Figure 1. Routing congestion (run 1).
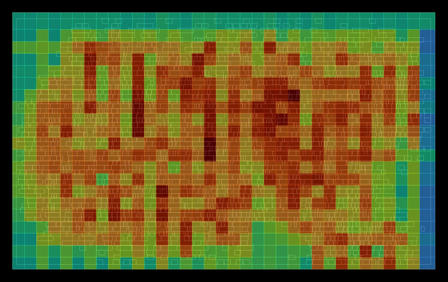
Figure 2. Selected gate families (run 1).
Scale bar: 50 um.
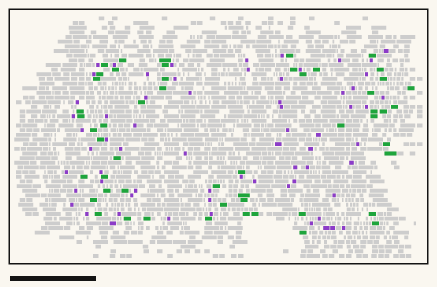
Figure 3. Wiring by layer (run 1).
Scale bar: 50 um.
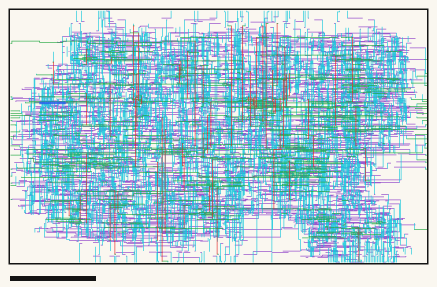
Figure 4. Sequential cells grouped by signal name (run 1).
Scale bar: 50 um.
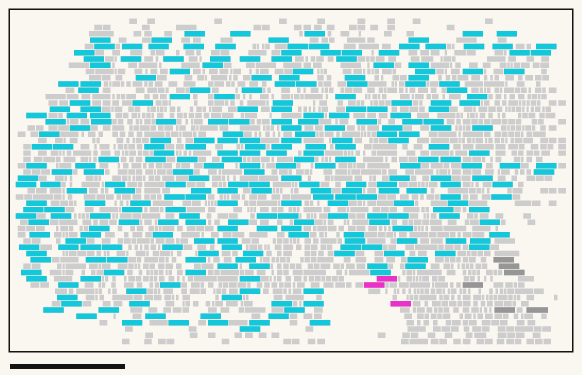
--- src/rtl/fm_wm_adj_aggregator.sv ---
// Builds ADJ*(FM*WM) row by row (self-loop plus undirected COO edges), then streams
// the aggregated rows to the readout arg-max with an alternating read/write strobe pair.
module fm_wm_adj_aggregator #(
    parameter int FEATURE_ROWS          = 6,
    parameter int WEIGHT_COLS           = 3,
    parameter int DOT_PROD_WIDTH        = 16,
    parameter int NUM_OF_EDGES          = 6,
    parameter int COUNTER_FEATURE_WIDTH = $clog2(FEATURE_ROWS),
    parameter int COUNTER_EDGE_WIDTH    = $clog2(NUM_OF_EDGES)
) (
    input  logic                                             clk,
    input  logic                                             reset,
    input  logic                                             start,
    input  logic [NUM_OF_EDGES-1:0][COUNTER_FEATURE_WIDTH-1:0] coo_src,
    input  logic [NUM_OF_EDGES-1:0][COUNTER_FEATURE_WIDTH-1:0] coo_dst,
    output logic [COUNTER_FEATURE_WIDTH-1:0]                 read_fm_wm_row,
    input  logic [WEIGHT_COLS-1:0][DOT_PROD_WIDTH-1:0]       fm_wm_row_in,
    input  logic [COUNTER_FEATURE_WIDTH-1:0]                 read_fm_wm_adj_row,
    output logic [WEIGHT_COLS-1:0][DOT_PROD_WIDTH-1:0]       fm_wm_adj_row_out,
    output logic                                             argmax_read,
    output logic                                             argmax_write,
    output logic                                             busy,
    output logic                                             done
);
    localparam int CFW = COUNTER_FEATURE_WIDTH;
    localparam int CEW = COUNTER_EDGE_WIDTH;

    localparam logic [CFW:0]   NROWS     = (CFW+1)'(FEATURE_ROWS);
    localparam logic [CFW-1:0] LAST_ROW  = CFW'(FEATURE_ROWS - 1);
    localparam logic [CEW-1:0] LAST_EDGE = CEW'(NUM_OF_EDGES - 1);

    localparam logic [2:0] S_IDLE     = 3'd0;
    localparam logic [2:0] S_INIT     = 3'd1;
    localparam logic [2:0] S_EDGE_A   = 3'd2;
    localparam logic [2:0] S_EDGE_B   = 3'd3;
    localparam logic [2:0] S_STREAM_R = 3'd4;
    localparam logic [2:0] S_STREAM_W = 3'd5;
    localparam logic [2:0] S_DONE     = 3'd6;

    typedef logic [WEIGHT_COLS-1:0][DOT_PROD_WIDTH-1:0] row_t;

    logic [2:0]     state_q, state_d;
    logic [CFW-1:0] idx_q, idx_d;     // INIT row index, reused as stream row index
    logic [CEW-1:0] edge_q, edge_d;
    row_t           acc_q [FEATURE_ROWS];

    logic [CFW-1:0] cur_src, cur_dst, wr_row;
    logic           edge_ok, wr_en, wr_accum;
    row_t           wr_data;

    assign cur_src = coo_src[edge_q];
    assign cur_dst = coo_dst[edge_q];
    assign edge_ok = ({1'b0, cur_src} < NROWS) && ({1'b0, cur_dst} < NROWS);

    always_comb begin
        state_d = state_q;
        idx_d   = idx_q;
        edge_d  = edge_q;
        case (state_q)
            S_IDLE: begin
                if (start) begin
                    state_d = S_INIT;
                    idx_d   = '0;
                end
            end
            S_INIT: begin
                if (idx_q == LAST_ROW) begin
                    state_d = S_EDGE_A;
                    idx_d   = '0;
                    edge_d  = '0;
                end else begin
                    idx_d = idx_q + 1'b1;
                end
            end
            S_EDGE_A: state_d = S_EDGE_B;
            S_EDGE_B: begin
                if (edge_q == LAST_EDGE) begin
                    state_d = S_STREAM_R;
                    idx_d   = '0;
                end else begin
                    state_d = S_EDGE_A;
                    edge_d  = edge_q + 1'b1;
                end
            end
            S_STREAM_R: state_d = S_STREAM_W;
            S_STREAM_W: begin
                if (idx_q == LAST_ROW) begin
                    state_d = S_DONE;
                end else begin
                    state_d = S_STREAM_R;
                    idx_d   = idx_q + 1'b1;
                end
            end
            default: state_d = S_IDLE;
        endcase
    end

    // EDGE_A adds the dst row into src, EDGE_B the src row into dst; the source
    // memory is read at the opposite endpoint so a self-edge lands twice.
    always_comb begin
        wr_en          = 1'b0;
        wr_accum       = 1'b0;
        wr_row         = '0;
        read_fm_wm_row = '0;
        case (state_q)
            S_INIT: begin
                wr_en          = 1'b1;
                wr_row         = idx_q;
                read_fm_wm_row = idx_q;
            end
            S_EDGE_A: begin
                wr_en          = edge_ok;
                wr_accum       = 1'b1;
                wr_row         = cur_src;
                read_fm_wm_row = cur_dst;
            end
            S_EDGE_B: begin
                wr_en          = edge_ok;
                wr_accum       = 1'b1;
                wr_row         = cur_dst;
                read_fm_wm_row = cur_src;
            end
            default: ;
        endcase
    end

    always_comb begin
        wr_data = '0;
        if (wr_en) begin
            for (int c = 0; c < WEIGHT_COLS; c++)
                wr_data[c] = fm_wm_row_in[c] + (wr_accum ? acc_q[wr_row][c] : '0);
        end
    end

    always_ff @(posedge clk or negedge reset) begin
        if (!reset) begin
            state_q <= S_IDLE;
            idx_q   <= '0;
            edge_q  <= '0;
            for (int r = 0; r < FEATURE_ROWS; r++)
                acc_q[r] <= '0;
        end else begin
            state_q <= state_d;
            idx_q   <= idx_d;
            edge_q  <= edge_d;
            if (wr_en)
                acc_q[wr_row] <= wr_data;
        end
    end

    always_comb begin
        fm_wm_adj_row_out = '0;
        if ({1'b0, read_fm_wm_adj_row} < NROWS)
            fm_wm_adj_row_out = acc_q[read_fm_wm_adj_row];
    end

    assign argmax_read  = (state_q == S_STREAM_R);
    assign argmax_write = (state_q == S_STREAM_W);
    assign busy         = (state_q != S_IDLE);
    assign done         = (state_q == S_DONE);

endmodule

--- config.mk ---
export PLATFORM = sky130hd
export DESIGN_NAME = fm_wm_adj_aggregator
export DESIGN_NICKNAME = d
export VERILOG_FILES = /design/src/rtl/fm_wm_adj_aggregator.sv
export SDC_FILE = /design/constraint.sdc
export NUM_CORES = 1
export LEC_CHECK = 0
export ABC_CLOCK_PERIOD_IN_PS = 5400
export CORE_ASPECT_RATIO = 0.6
export CORE_MARGIN = 2
export CORE_UTILIZATION = 54
export DETAILED_ROUTE_END_ITERATION = 10
export PLACE_DENSITY = 0.8
export RECOVER_POWER = 100
export SLEW_MARGIN = 20
export SYNTH_ARGS = -nofsm -noshare
export SYNTH_HDL_FRONTEND = slang
export SYNTH_SLANG_ARGS = --single-unit
export TNS_END_PERCENT = 1
--- constraint.sdc ---
create_clock -name clk -period 5.4 [get_ports clk]
set_input_delay 0.81 -clock clk [delete_from_list [all_inputs] [get_ports clk]]
set_output_delay 0.81 -clock clk [all_outputs]
set_load 0.05 [all_outputs]
==> run summary, run 1 <==
impl run done, here's what came out: die extent in y 147.7 um, Port Buffers 144, DP Wirelength 36,890 um, met1 global-route usage 0.4412, Worst Max-Slew Pin Slew 2.951 ns, outcome finished with violations, GP Congestion 0.9046, failing checks max-capacitance violations, max-slew violations, max-cap viol count 3, main flop type dfrtp_1, fin crit period 5.320 ns, Initial DRC Count 1,580, Core Area 33,770 um2, CP peak stage delay 0.40 ns, commonest cells in the netlist dfrtp_1, mux2_2, nand2_1, met1 WL 23,500 um, mux cell area share after synthesis 0.3018, CP startpoint kind input pin, CP arrival 5.80 ns, setup TNS 0 ns, Mapped Area 18,580 um2, global-route wire length before repair 88,690 um, Synth Seq Share 0.3999, Synth Warn # 0, met2 GRT Util 0.4785, initial antenna violation count 2, Max Slew Vio Count 248, Post-synth regs 297, Logic family by area multiplexers, metal2 WL 25,160 um, CTS Hold Buffers Added 0, simple-gate share of the synthesized area 0.09015, Post-synth EDFFs 0, Pwr Total 16.36 mW, post-synth cell types 72, vias 15,470, Post-Place Worst Slack -0.7624 ns, Hold WS 0.5178 ns, total grt overflow 0, largest net degree at the start of global routing 115, fin crit share 0.9852, main area contributors after synthesis dfrtp_1, mux2_2, mux2i_1, mux4_2, nand2_1, Synth Area per Inst 10.88 um2
About Figure 1:
gr usage total: 0.3123
Routed WL per cell: 23.16 um
fin util: 0.6758
GRT met3 Usage: 0.07879

About Figure 2:
- purple: and/or cells (cells 65)
- green: fa/ha/maj cells (cells 52)
Comb area share: 0.4623
Non-Filler Instances: 2,430
Top cell excl fill/tap: dfrtp_1

About Figure 3:
- cyan: M2 (wire length 25.2 mm)
- purple: M1 (wire length 23.5 mm)
- green: M3 (wire length 5,930 um)
- red: M4 (wire length 1,660 um)
- blue: M5 (wire length 13.8 um)

About Figure 4:
- cyan: acc_q (flops 288; where spread over the die)
- magenta: idx_q (flops 3)
- not colored: 6

-- run 1: worst max-delay path, delay by kind of cell --
kind / cells / cell delay (ns)
AOI/OAI and AO/OA: 10 / 1.85
xor gates and xnor gates: 1 / 0.37
adders and majority gates: 1 / 0.29
buffers and inverters: 8 / 1.60
muxes: 2 / 0.57
and+or+nand+nor: 2 / 0.26
-- run 1: path summary, 6_finish.rpt --
path,from,slack [ns],end,cells past startpoint
max in group asynchronous,reset,0.85,acc_q[212],2
min reg2reg,acc_q[274],0.52,acc_q[274],2
max reg2reg,edge_q[0],0.09,acc_q[95],21
max,coo_dst[11],0.08,acc_q[159],24
min,acc_q[274],0.52,acc_q[274],2
min in group asynchronous,reset,1.12,edge_q[0],1
-- run 1: per-stage QoR --
stage / util / instance area, um2
after global placement: 0.6374 / 21520
final: 0.6758 / 22820
after floorplan: - / 18610
after detailed placement: 0.6374 / 21520
after CTS: 0.6736 / 22750
after global routing: 0.6758 / 22820
-- run 1: area by class of cell --
type | instances | area [um2]
Tap cell | 459 | 574.3
Clock inverter | 13 | 187.7
Sequential cell | 297 | 7433
Antenna cell | 1 | 2.502
Timing Repair Buffer | 329 | 2973
Fill cell | 2423 | 10950
Multi-Input combinational cell | 1218 | 10550
Clock buffer | 40 | 827.0
Inverter | 73 | 274.0
-- run 1: flip-flops by register name, indices dropped and copies added (netlist names) --
register  flops
edge_q        3
acc_q       288
idx_q         3
state_q       3
-- run 1: power by group --
group	switching (mW)	total [mW]	internal, mW
Combinational	5.25	9.85	4.60
Sequential	0.924	4.31	3.39
Clock	0.931	2.20	1.27
Total	7.10	16.4	9.26
-- run 1: what timing repair did --
action,4_1_cts,5_1_grt
endpoints found under the setup margin,47,89
pin swaps,19,14
gates cloned,0,1
buffers inserted,8,2
gates resized,27,22
hold endpoints to repair,0,0
Figure 5. Layout detail (run 1).
Scale bar: 5 um. Region (112, 93) to (132, 113) um. Cells in gray, sequential cells in the stronger gray; small squares are vias.
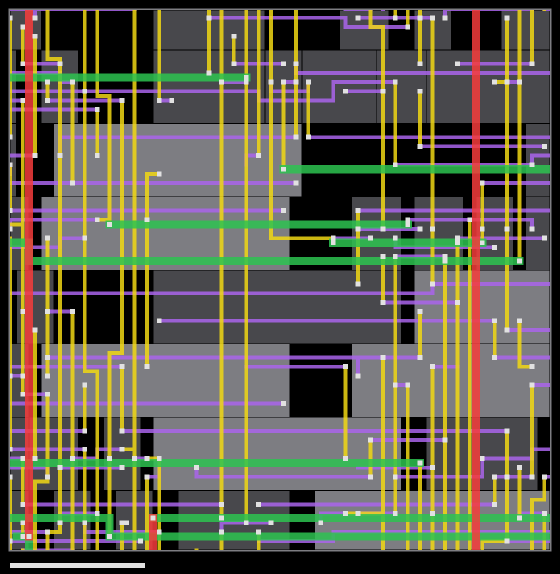

==> run 1 -> run 2 <==
Settings changed: CORE_MARGIN 2 to 3, TNS_END_PERCENT 1 to not set.
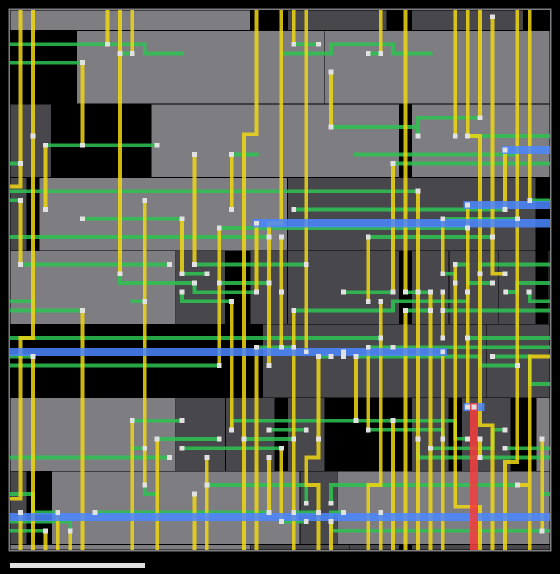
Figure 6: run 2, layout detail.
Scale bar: 5 um. Region (113, 95) to (133, 115) um. Cells in gray, sequential cells in the stronger gray; small squares are vias.
- green: M1
- red: M4
- blue: M3
- yellow: M2
- most frequent: dfrtp_1 (9), o21ai_0 (4), nand2_1 (4)
- sequential cells in the window: 9
- netlist names of flops here include: acc_q (9)
- cells with their middle in the window: 24

==> run 2 against run 1 <==
Maximum frequency rose by 1.1%. Core utilization rose by 1.1 points. Flip-flop count did not move. Highest routed layer is now met4. First-iteration DRC count rose by 2.2%. Worst setup slack improved by 0.057 ns. Sequential power barely moved. Hold slack got worse by 0.010 ns. The run still ends with max-capacitance violations, max-slew violations left.
==> run summary, run 2 <==
impl run done, here's what came out: CP top delay family AND-OR/OR-AND gates, fin crit period 5.263 ns, CP arrival 5.71 ns, Top cell excl fill/tap dfrtp_1, fin util 0.6871, Port Buffers 144, Post-synth regs 297, Max Slew Vio Count 411, largest net degree at the start of global routing 165, Buffers & Inverters on Critical Path 6, Post-Place Worst Slack -0.7619 ns, CP startpoint kind flip-flop, Initial DRC Count 1,614, gr usage total 0.3002, max-cap viol count 6, Worst path depth 23, failing checks max-capacitance violations, max-slew violations, most flop-heavy register acc_q, Antenna Cells 0, hold path cells 2, GP Congestion 0.9200, Core Area 33,180 um2, CTS Hold Buffers Added 0, die extent in y 149.7 um, Synth Seq Share 0.3999, commonest cells in the netlist dfrtp_1, mux2_2, nand2_1, Synth Area per Inst 10.88 um2, total grt overflow 0, Synth Warn # 0, CP peak stage delay 0.54 ns, Worst Max-Slew Pin Slew 3.499 ns, max reg flops 288, global-route wire length before repair 86,660 um, main flop type dfrtp_1, initial antenna violation count 0, fin crit share 0.9747, outcome finished with violations
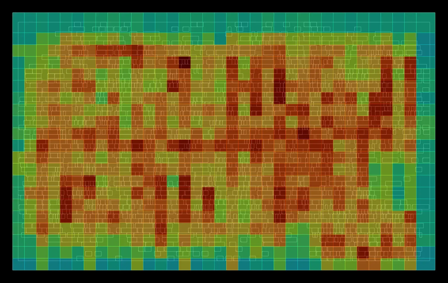
Figure 7: run 2, routing congestion.
Routed WL per cell: 23.34 um
global route hottest layer: met2
GRT met3 Usage: 0.04817

run 2: worst paths after layout:
kind,startpoint,end,slack [ns]
max,edge_q[0],acc_q[239],0.14
min,acc_q[82],acc_q[82],0.51
max reg2reg,edge_q[0],acc_q[239],0.14
min reg2reg,acc_q[82],acc_q[82],0.51
max in group asynchronous,reset,acc_q[181],0.87
min in group asynchronous,reset,edge_q[0],1.42
run 2: repair_timing:
action,in CTS,in global routing
buffers inserted,2,15
endpoints found under the hold margin,0,0
resized,7,61
gates cloned,1,2
setup endpoints to repair,48,82
pin swaps,1,26
run 2: cell families after synthesis:
family,Yosys count,synth area share
buffers and inverters,193,0.04423
muxes,446,0.3018
and+or+nand+nor,361,0.09015
adders and majority gates,52,0.03622
DFF,297,0.3999
xor gates and xnor gates,39,0.01986
AOI/OAI and AO/OA,320,0.1078
run 2: layout make-up:
type                    count  area [um2]
inverters                  73       274.0
flip-flops and latches    297        7433
repair buffers            333        3042
multi-input cells        1219       10630
fillers                  2387       10380
clock buffers              38       778.2
well taps                 450       563.0
clock inverters             9       85.08
run 2: through the flow:
step | TNS (ns) | instance area [um2] | total power, mW | hold WS [ns]
global placement | -41.67 | 21520 | 13.13 | 0.4822
global route | -0.3631 | 22800 | 17.11 | 0.5338
CTS | 0 | 22460 | 15.65 | 0.1893
finish | 0 | 22800 | 16.22 | 0.5075
floorplan | 0 | 18610 | 10.40 | 0.4656
detailed placement | -56.71 | 21520 | 13.54 | 0.4942
run 2: where the power goes:
| part | switching (mW) | internal [mW] |
|---|---|---|
| clock network | 0.882 | 1.05 |
| logic | 5.26 | 4.72 |
| registers | 0.920 | 3.39 |
| total | 7.06 | 9.16 |
run 2: per-layer routing:
layer	track usage	routed length, um
met2	0.4787	26160
met3	0.04817	4931
met1	0.4281	23820
met4	0.08491	1557
met5	0	0
Figure 8. Wiring by layer (run 2).
Scale bar: 50 um.
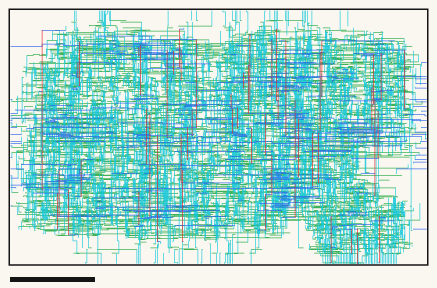

==> run 2 -> run 3 <==
Settings changed: ABC_CLOCK_PERIOD_IN_PS 5400 to 5330, CORE_UTILIZATION 54 to 60, PLACE_DENSITY 0.8 to 0.84.
Clock period 5.4 ns to 5.33 ns, I/O delays scaled along.
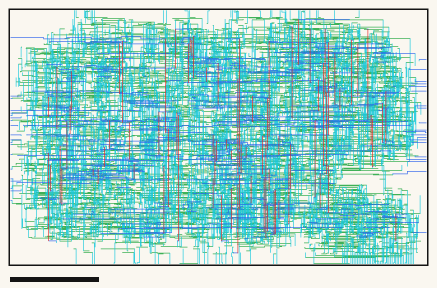
Figure 9: run 3, wiring by layer.
Scale bar: 50 um.
- blue: M3 (wire length 5,810 um)
- cyan: M2 (wire length 26.8 mm)
- green: M1 (wire length 24.1 mm)
- red: M4 (wire length 2,080 um)

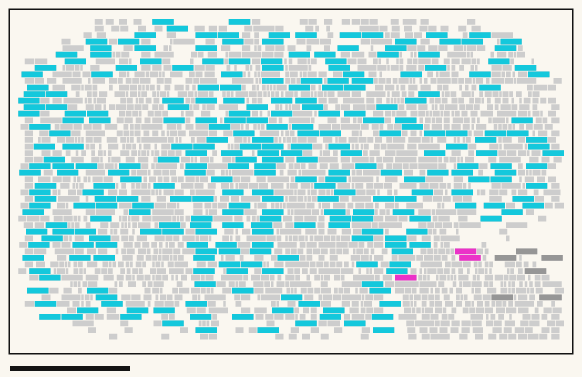
Figure 10: run 3, sequential cells grouped by signal name.
Scale bar: 50 um.
- magenta: idx_q (flops 3)
- cyan: acc_q (flops 288; where spread over the die)
- not colored: 6
sequential share of cell area: 0.3260
Flop area: 7433 um2
fin util: 0.7544
P_seq: 4.39 mW

==> run 3 against run 2 <==
The flow finishes with violations (max-capacitance violations, max-slew violations, negative setup slack). Die size down 9.7%. Routed wire length increased by 4.0%. Via count is 2.5% higher. Flip-flop count unchanged. Design area stayed put. Global-route usage is 4.6 points higher. Clock power increased by 4%. Maximum frequency down 2.4%. Critical path type unchanged.
==> run summary, run 3 <==
impl run done, here's what came out: setup ws final -0.06050 ns, main area contributors after synthesis dfrtp_1, mux2_2, mux2i_1, mux4_2, nand2_1, Max Slew Vio Count 307, Logic pwr share 0.614, placed inst area 21,550 um2, setup TNS -0.5088 ns, Pwr Total 16.55 mW, DP Wirelength 36,460 um, post-route cell area 22,800 um2, outcome finished with violations, WL met3 5808 um, reg2reg end acc_q[191], Hold WS 0.5145 ns, Routed WL per cell 24.60 um, max-cap viol count 4, Non-Filler Instances 2,387, P_comb 10.2 mW, failing checks max-capacitance violations, max-slew violations, negative setup slack, power in the clock group 2.01 mW, max reg flops 288, CTS Hold Buffers Added 0, RR Startpoint edge_q[0], setup violators final 12, fin crit period 5.390 ns
[run 3: cell counts after synthesis]
Identical to the previous run, type by type.
[run 3: cells by family after synthesis]
kind of cell               Yosys count  synth area share
AOI/OAI and AO/OA                  320            0.1078
xor gates and xnor gates            39           0.01986
adders and majority gates           52           0.03622
buffers and inverters              193           0.04423
DFF                                297            0.3999
muxes                              446            0.3018
and+or+nand+nor                    361           0.09015
[run 3: area by class of cell]
class	instances	area, um2	share of cell area
Sequential cell	297	7433	0.3260
Inverter	73	274.0	0.01202
Clock inverter	6	58.81	0.002579
Timing Repair Buffer	341	3107	0.1363
Clock buffer	44	822.0	0.03605
Tap cell	408	510.5	0.02239
Multi-Input combinational cell	1218	10600	0.4647
[run 3: worst max path at each step]
stage	start	end	slack, ns	depth (start not counted)
after floorplan	coo_dst[2]	acc_q[95]	0.01	19
after global placement	coo_dst[15]	acc_q[95]	-0.51	21
after detailed placement	coo_dst[15]	acc_q[111]	-0.76	21
after CTS	coo_dst[15]	acc_q[95]	0.007	20
after global routing	edge_q[0]	acc_q[191]	-0.15	21
final	edge_q[0]	acc_q[191]	-0.06	21
[run 3: worst max-delay path: stages (launching register included)]
cell	delay [ns]
dfrtp_2	0.43
buf_6	0.13
mux4_2	0.50
a22oi_2	0.31
buf_4	0.18
a21o_1	0.17
nand2_4	0.12
buf_6	0.15
mux2i_2	0.19
a32oi_1	0.11
and3_1	0.21
ha_2	0.19
a211o_1	0.34
a2111oi_4	0.41
o32ai_2	0.17
or4_4	0.50
a31o_4	0.24
a21oi_2	0.16
o21ai_1	0.08
buf_4	0.18
xor2_4	0.20
mux2_2	0.31
[run 3: layer usage]
layer | up-vias | track usage
met5 | - | 0
met2 | 934 | 0.5332
met4 | 0 | 0.1233
li1 | 6763 | -
met1 | 7870 | 0.4919
met3 | 188 | 0.07040
Power figures rest on the tool's default switching activity, not on a simulated workload.
